Figure 1. A small window of the routed layout (run 1).
Region (17, 0) to (47, 30) um. Cells in grey, sequential cells in the stronger grey; small squares are vias.
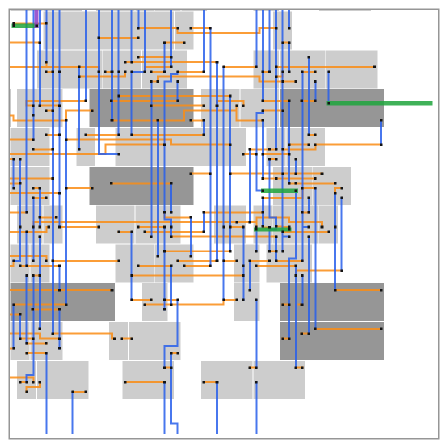
Figure 2. Clock network drawn from the DEF (run 1).
The bar under the picture is 10 um long.
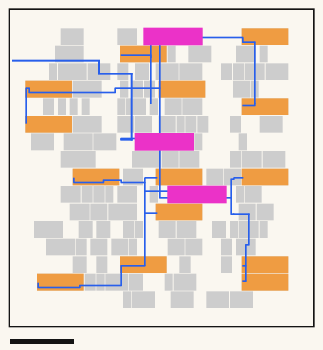
Figure 3. Drive-strength map (run 1).
The bar under the picture is 10 um long.
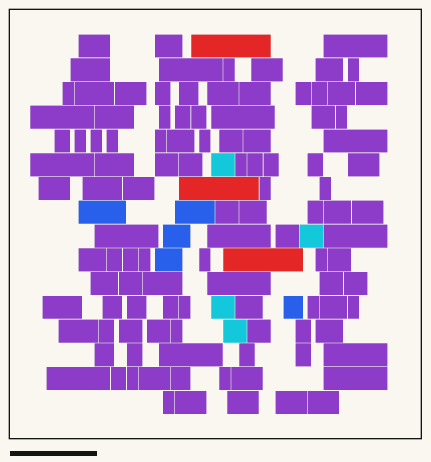
--- config.mk ---
export PLATFORM = sky130hd
export DESIGN_NAME = serial_parity_framer
export DESIGN_NICKNAME = d
export VERILOG_FILES = /design/src/rtl/serial_parity_framer.sv
export SDC_FILE = /design/constraint.sdc
export NUM_CORES = 1
export LEC_CHECK = 0
export ABC_AREA = 0
export CAP_MARGIN = 20
export CORE_AREA = 2 2 45 47
export CTS_BUF_LIST = sky130_fd_sc_hd__clkbuf_16
export DETAILED_ROUTE_END_ITERATION = 8
export DIE_AREA = 0 0 47 49
export GPL_TIMING_DRIVEN = 1
export PLACE_DENSITY_LB_ADDON = 0.05
export SYNTH_ARGS = -nofsm -noshare
export SYNTH_HDL_FRONTEND = slang
export SYNTH_SLANG_ARGS = --single-unit
--- constraint.sdc ---
create_clock -name clk -period 2.3 [get_ports clk]
set_clock_uncertainty 0.1 [all_clocks]
set_input_delay 0.23 -clock clk [delete_from_list [all_inputs] [get_ports clk]]
set_output_delay 0.23 -clock clk [all_outputs]
set_load 0.03 [all_outputs]
--- src/rtl/serial_parity_framer.sv ---
// Word-to-serial framer: LSB-first data bits followed by one parity bit,
// with parity accumulated bit-serially through the cmos_xor_xnor cell.

module cmos_xor_xnor (
  input  logic a,
  input  logic b,
  output logic xor_o,
  output logic xnor_o
);
  assign xor_o  = a ^ b;
  assign xnor_o = ~(a ^ b);
endmodule

module serial_parity_framer #(
  parameter int DATA_W     = 8,
  parameter bit ODD_PARITY = 1'b0
) (
  input  logic              clk,
  input  logic              rst_n,
  input  logic [DATA_W-1:0] in_data,
  input  logic              in_valid,
  output logic              in_ready,
  output logic              ser_o,
  output logic              ser_valid,
  output logic              sof,
  output logic              eof,
  output logic              busy
);
  localparam int CNT_W = (DATA_W > 1) ? $clog2(DATA_W) : 1;

  typedef enum logic [1:0] {IDLE, SHIFT, PARITY} state_t;

  state_t             state_q;
  logic [DATA_W-1:0]  shift_q;
  logic [CNT_W-1:0]   cnt_q;
  logic               parity_q;
  logic               parity_d;
  logic               accept;
  logic               last_bit;

  cmos_xor_xnor u_parity_cell (
    .a      (parity_q),
    .b      (shift_q[0]),
    .xor_o  (parity_d),
    .xnor_o ()
  );

  assign accept   = in_valid && in_ready;
  assign last_bit = (cnt_q == CNT_W'(DATA_W - 1));

  always_ff @(posedge clk) begin
    if (!rst_n) begin
      state_q  <= IDLE;
      shift_q  <= '0;
      cnt_q    <= '0;
      parity_q <= ODD_PARITY;
    end else begin
      case (state_q)
        SHIFT: begin
          parity_q <= parity_d;
          shift_q  <= shift_q >> 1;
          if (last_bit) begin
            state_q <= PARITY;
          end else begin
            cnt_q <= cnt_q + 1'b1;
          end
        end
        IDLE, PARITY: begin
          // A word offered during the parity bit starts the next frame with no gap.
          if (accept) begin
            state_q  <= SHIFT;
            shift_q  <= in_data;
            cnt_q    <= '0;
            parity_q <= ODD_PARITY;
          end else begin
            state_q <= IDLE;
          end
        end
        default: state_q <= IDLE;
      endcase
    end
  end

  assign in_ready  = (state_q != SHIFT);
  assign ser_valid = (state_q == SHIFT) || (state_q == PARITY);
  assign ser_o     = (state_q == SHIFT)  ? shift_q[0] :
                     (state_q == PARITY) ? parity_q   : 1'b0;
  assign sof       = (state_q == SHIFT) && (cnt_q == '0);
  assign eof       = (state_q == PARITY);
  assign busy      = (state_q != IDLE);

endmodule
==> results.ini, run 1 <==
[outcome]
outcome=finished clean

[placed_design]
place_area_um2=1070
io_buffers=16
place_congestion=0.834
dpl.hpwl_um=1410
dp_cells=145

[global_route]
use_met1_pct=25.5
grt_pass1_wl_um=3350
grt_max_degree=15
use_met3_pct=2.59
busiest_layer=met2
antenna_found_initial=0

[synthesis]
synthAdderAreaFrac_pct=13.0
simple_gate_share_pct=17.3
syn_area_per_cell_um2=8.43
syn-instance-count=103
synth_cell_types=29
top_cell_area_share_pct=32.3
yosysWarnings=0
syn-num-nets=123
ys.flops=14
ys_sh_mux_pct=1.15
yosys-top-cells-area=dfxtp_1, ha_1, a311oi_1, a211oi_1, o21ai_0

[die]
fp.dieW_um=47
rows=16
nWellTaps=27
floorplan.core_util_pct=47.1

[worst_setup_path]
critPathTopFamily=buffers and inverters
startpoint=state_q[1]
cp.depth=5
worstSetupEndpointType=output pin
path_max_fanout=12
crit_buf_inv=2
reg2reg_slack_ns=0.37
critical_path_class=flip-flop to output pin
crit_chain=inv_1 -> ha_2 -> nand2_1 -> nor2_1 -> clkdlybuf4s50_1
critPathSlowestCell=clkdlybuf4s50_1
crit_end=sof

[sta]
holdWs_ns=0.388
max_slew_margin_pct=68.5
rsz0062_at_grt=no
tightest_slew_ns=0.472
setup_slack_ns=0.151
hold_viol_final=0
fin_crit_ns=2.15
period_used_pct=93.4

[layout]
largest_class=combinational gates
stdcell_count=149
buffers=20
nFillCells=170
nonClkBufAreaFrac_pct=16.5
fin_util_pct=62.2
layout.nets=143
mi_logic_area_um2=531
mostFrequentLayoutCells=clkdlybuf4s50_1, dfxtp_1, nand2_1, o21ai_0
layout-area-overhead-vs-synth_pct=32.0
nClkBuffers=3
largest_register_ffs=8
reg_top3=shift_q (8), cnt_q (3), state_q (2)
final_area_um2=1150
regArea_um2=280
top_register=shift_q
lay_top_count=clkdlybuf4s50_1
seq_cell_count=14

[routing]
first_iter_violations=8
dr_total_vias=833
ant_nets=0
top_layer=met4
dr.pass1.iters=4
avgRoutedWirePerCell_um=13.2
wl_met1_um=905
route.detailed.drc=0
drt_wl_total_um=1970
wl_met3_um=65
vias_per_cell=5.59

[power]
p_total_mw=0.851
p_per_area_nw_per_um2=743

[worst_hold_path]
hp-start=shift_q[6]
holdCritPathClass=flip-flop to flip-flop
holdPathStages=2

[clock_tree]
cts_htree_levels=1
cts_sinks=14
insertion_delay_ns=0.24
cts_setup_buffers=0
ctsResizeCount=1
path_clk_slew_ns=0.05
cts_buffer_depth=2

[run]
maxCapViolations=0

## Picture notes: Figure 1
| colour | layer |
|---|---|
| blue | met2 |
| green | met3 |
| orange | met1 |
| purple | met4 |
sequential cells in the window: 6
cells with their middle in the window: 50
most frequent: nand2_1 (6), dfxtp_1 (6), clkdlybuf4s50_1 (6)
netlist names of flops here include: shift_q (5), cnt_q (1)

## Picture notes: Figure 2
[magenta] cells driving clock nets | count: 3
[orange] flip-flops | count: 14
[blue] clock wires | length: 220 um
routed clock nets: 4
flops lie: all over the die

## Picture notes: Figure 3
| colour | size | cells |
|---|---|---|
| blue | drive 2 | 5 |
| cyan | drive 3 to 4 | 4 |
| red | drive 6 and up | 3 |
| purple | drive 1 or less | 110 |

-- run 1: power by group --
group          internal, mW  switching, mW  total (mW)
clock network         0.230          0.102       0.333
registers             0.270         0.0188       0.288
logic                0.0984          0.132       0.230
total                 0.598          0.253       0.851
-- run 1: cell usage after synthesis --
library cell,count
mux2i_1,1
nor3b_2,1
and4_1,1
ha_1,9
o21ai_2,1
inv_1,8
nand2_1,11
buf_6,1
nor4_1,1
nand3_1,3
a311oi_1,7
dfxtp_1,14
a211oi_1,7
a31oi_1,1
nor2_2,1
a21oi_1,6
o21ai_0,10
nor2_1,2
a211o_1,1
or3b_2,1
and2_1,2
nor4b_1,2
clkbuf_1,4
o21a_1,1
o211ai_1,3
or4_1,1
nor2b_1,1
a21o_1,1
clkinv_1,1
Figure 4. Clock nets (run 1).
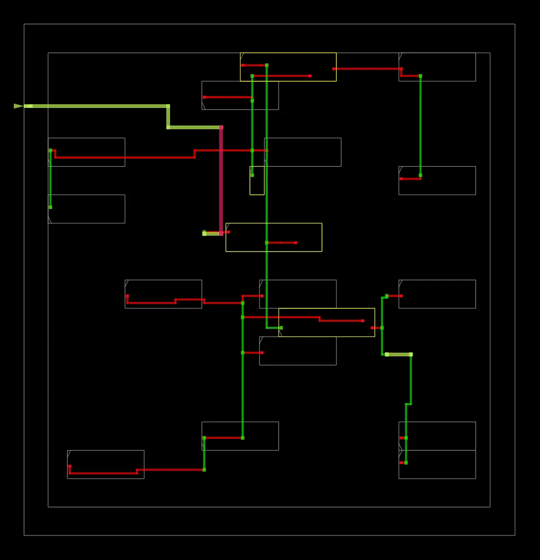

==> run 2, diff against run 1 <==
ABC_CLOCK_PERIOD_IN_PS = 2300   (was unset)
SYNTH_HIERARCHICAL = 1   (was unset)
Figure 5. Clock nets (run 2).
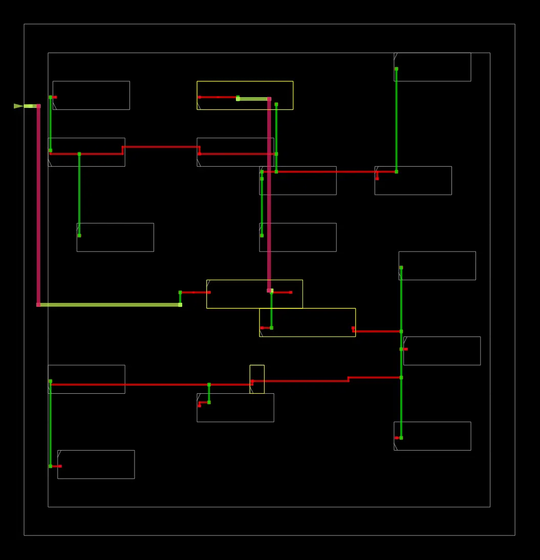
Clock Latency Late Sink: 0.24 ns
Num CTS Buffers: 3

Figure 6. A small window of the routed layout (run 2).
Region (17, 0) to (47, 30) um. Cells in grey, sequential cells in the stronger grey; small squares are vias.
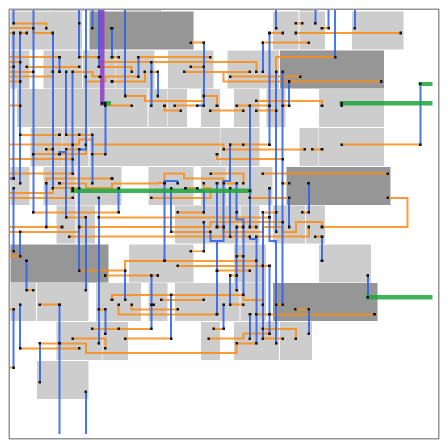
| colour | layer |
|---|---|
| purple | met4 |
| blue | met2 |
| orange | met1 |
| green | met3 |
cells with their middle in the window: 54
most frequent: inv_1 (5), nor2b_1 (5), dfxtp_1 (5)
sequential cells in the window: 5
netlist names of flops here include: cnt_q (3)

==> run 2 against run 1 <==
Compared with the run above: fmax grew 0.73%; hold slack gained 0.011 ns; core utilization shrank 0.34 points; setup slack gained 0.016 ns; synthesized cell count shrank 2.9%; register-to-register slack lost 0.03 ns; clock-buffer cell count is the same; synthesized area shrank 0.58%; critical endpoint unchanged; via count shrank 11%; non-clock buffer count shrank 1.
==> results.ini, run 2 <==
[routing]
wl_met1_um=917
first_iter_violations=13
route.detailed.drc=0
top_layer=met4
wl_met3_um=76

[layout]
mostFrequentLayoutCells=dfxtp_1, clkdlybuf4s50_1, nand2_1, o21ai_0
mi_logic_area_um2=533
regArea_um2=280
nonClkBufAreaFrac_pct=16.5
top_register=shift_q
nFillCells=172
final_area_um2=1140

[sta]
holdWs_ns=0.399
fin_crit_ns=2.13
max_slew_margin_pct=67.8
rsz0062_at_grt=no
hold_viol_final=0

[clock_tree]
cts_buffer_depth=2
ctsResizeCount=1
path_clk_slew_ns=0.05
cts_setup_buffers=0

[die]
nWellTaps=27

[worst_setup_path]
path_max_fanout=9
critPathTopFamily=buffers and inverters
critical_path_class=flip-flop to output pin
crit_chain=inv_1 -> ha_2 -> nand2_1 -> nor2_1 -> clkdlybuf4s50_1

[worst_hold_path]
hp-start=shift_q[1]
holdPathStages=1

[placed_design]
dpl.hpwl_um=1240
io_buffers=16

[synthesis]
yosysWarnings=6

[global_route]
grt_max_degree=17

[power]
p_total_mw=0.855

[run]
maxCapViolations=0

[outcome]
outcome=finished clean

==> run 2: worst max path at each step <==
stage,endpoint,slack [ns],cells past startpoint,startpoint
2_1_floorplan,ser_o,0.30,5,state_q[0]
3_3_place_gp,ser_o,0.26,5,state_q[0]
3_5_place_dp,ser_o,0.22,5,state_q[0]
4_1_cts,ser_o,0.04,5,state_q[0]
5_1_grt,sof,0.05,5,state_q[1]
6_report,sof,0.17,5,state_q[1]
==> run 2: per-layer routing <==
layer	vias to the layer above	global-route usage [%]
met5	-	0
met4	0	8.33
met3	4	3.70
met2	17	25.1
met1	337	24.7
li1	387	-
==> run 2: report_power, final <==
part,total (mW),internal [mW],switching [mW]
registers,0.288,0.270,0.0184
logic,0.235,0.108,0.127
clock network,0.332,0.230,0.102
total,0.855,0.608,0.247
Power and IR drop assume default switching activity.
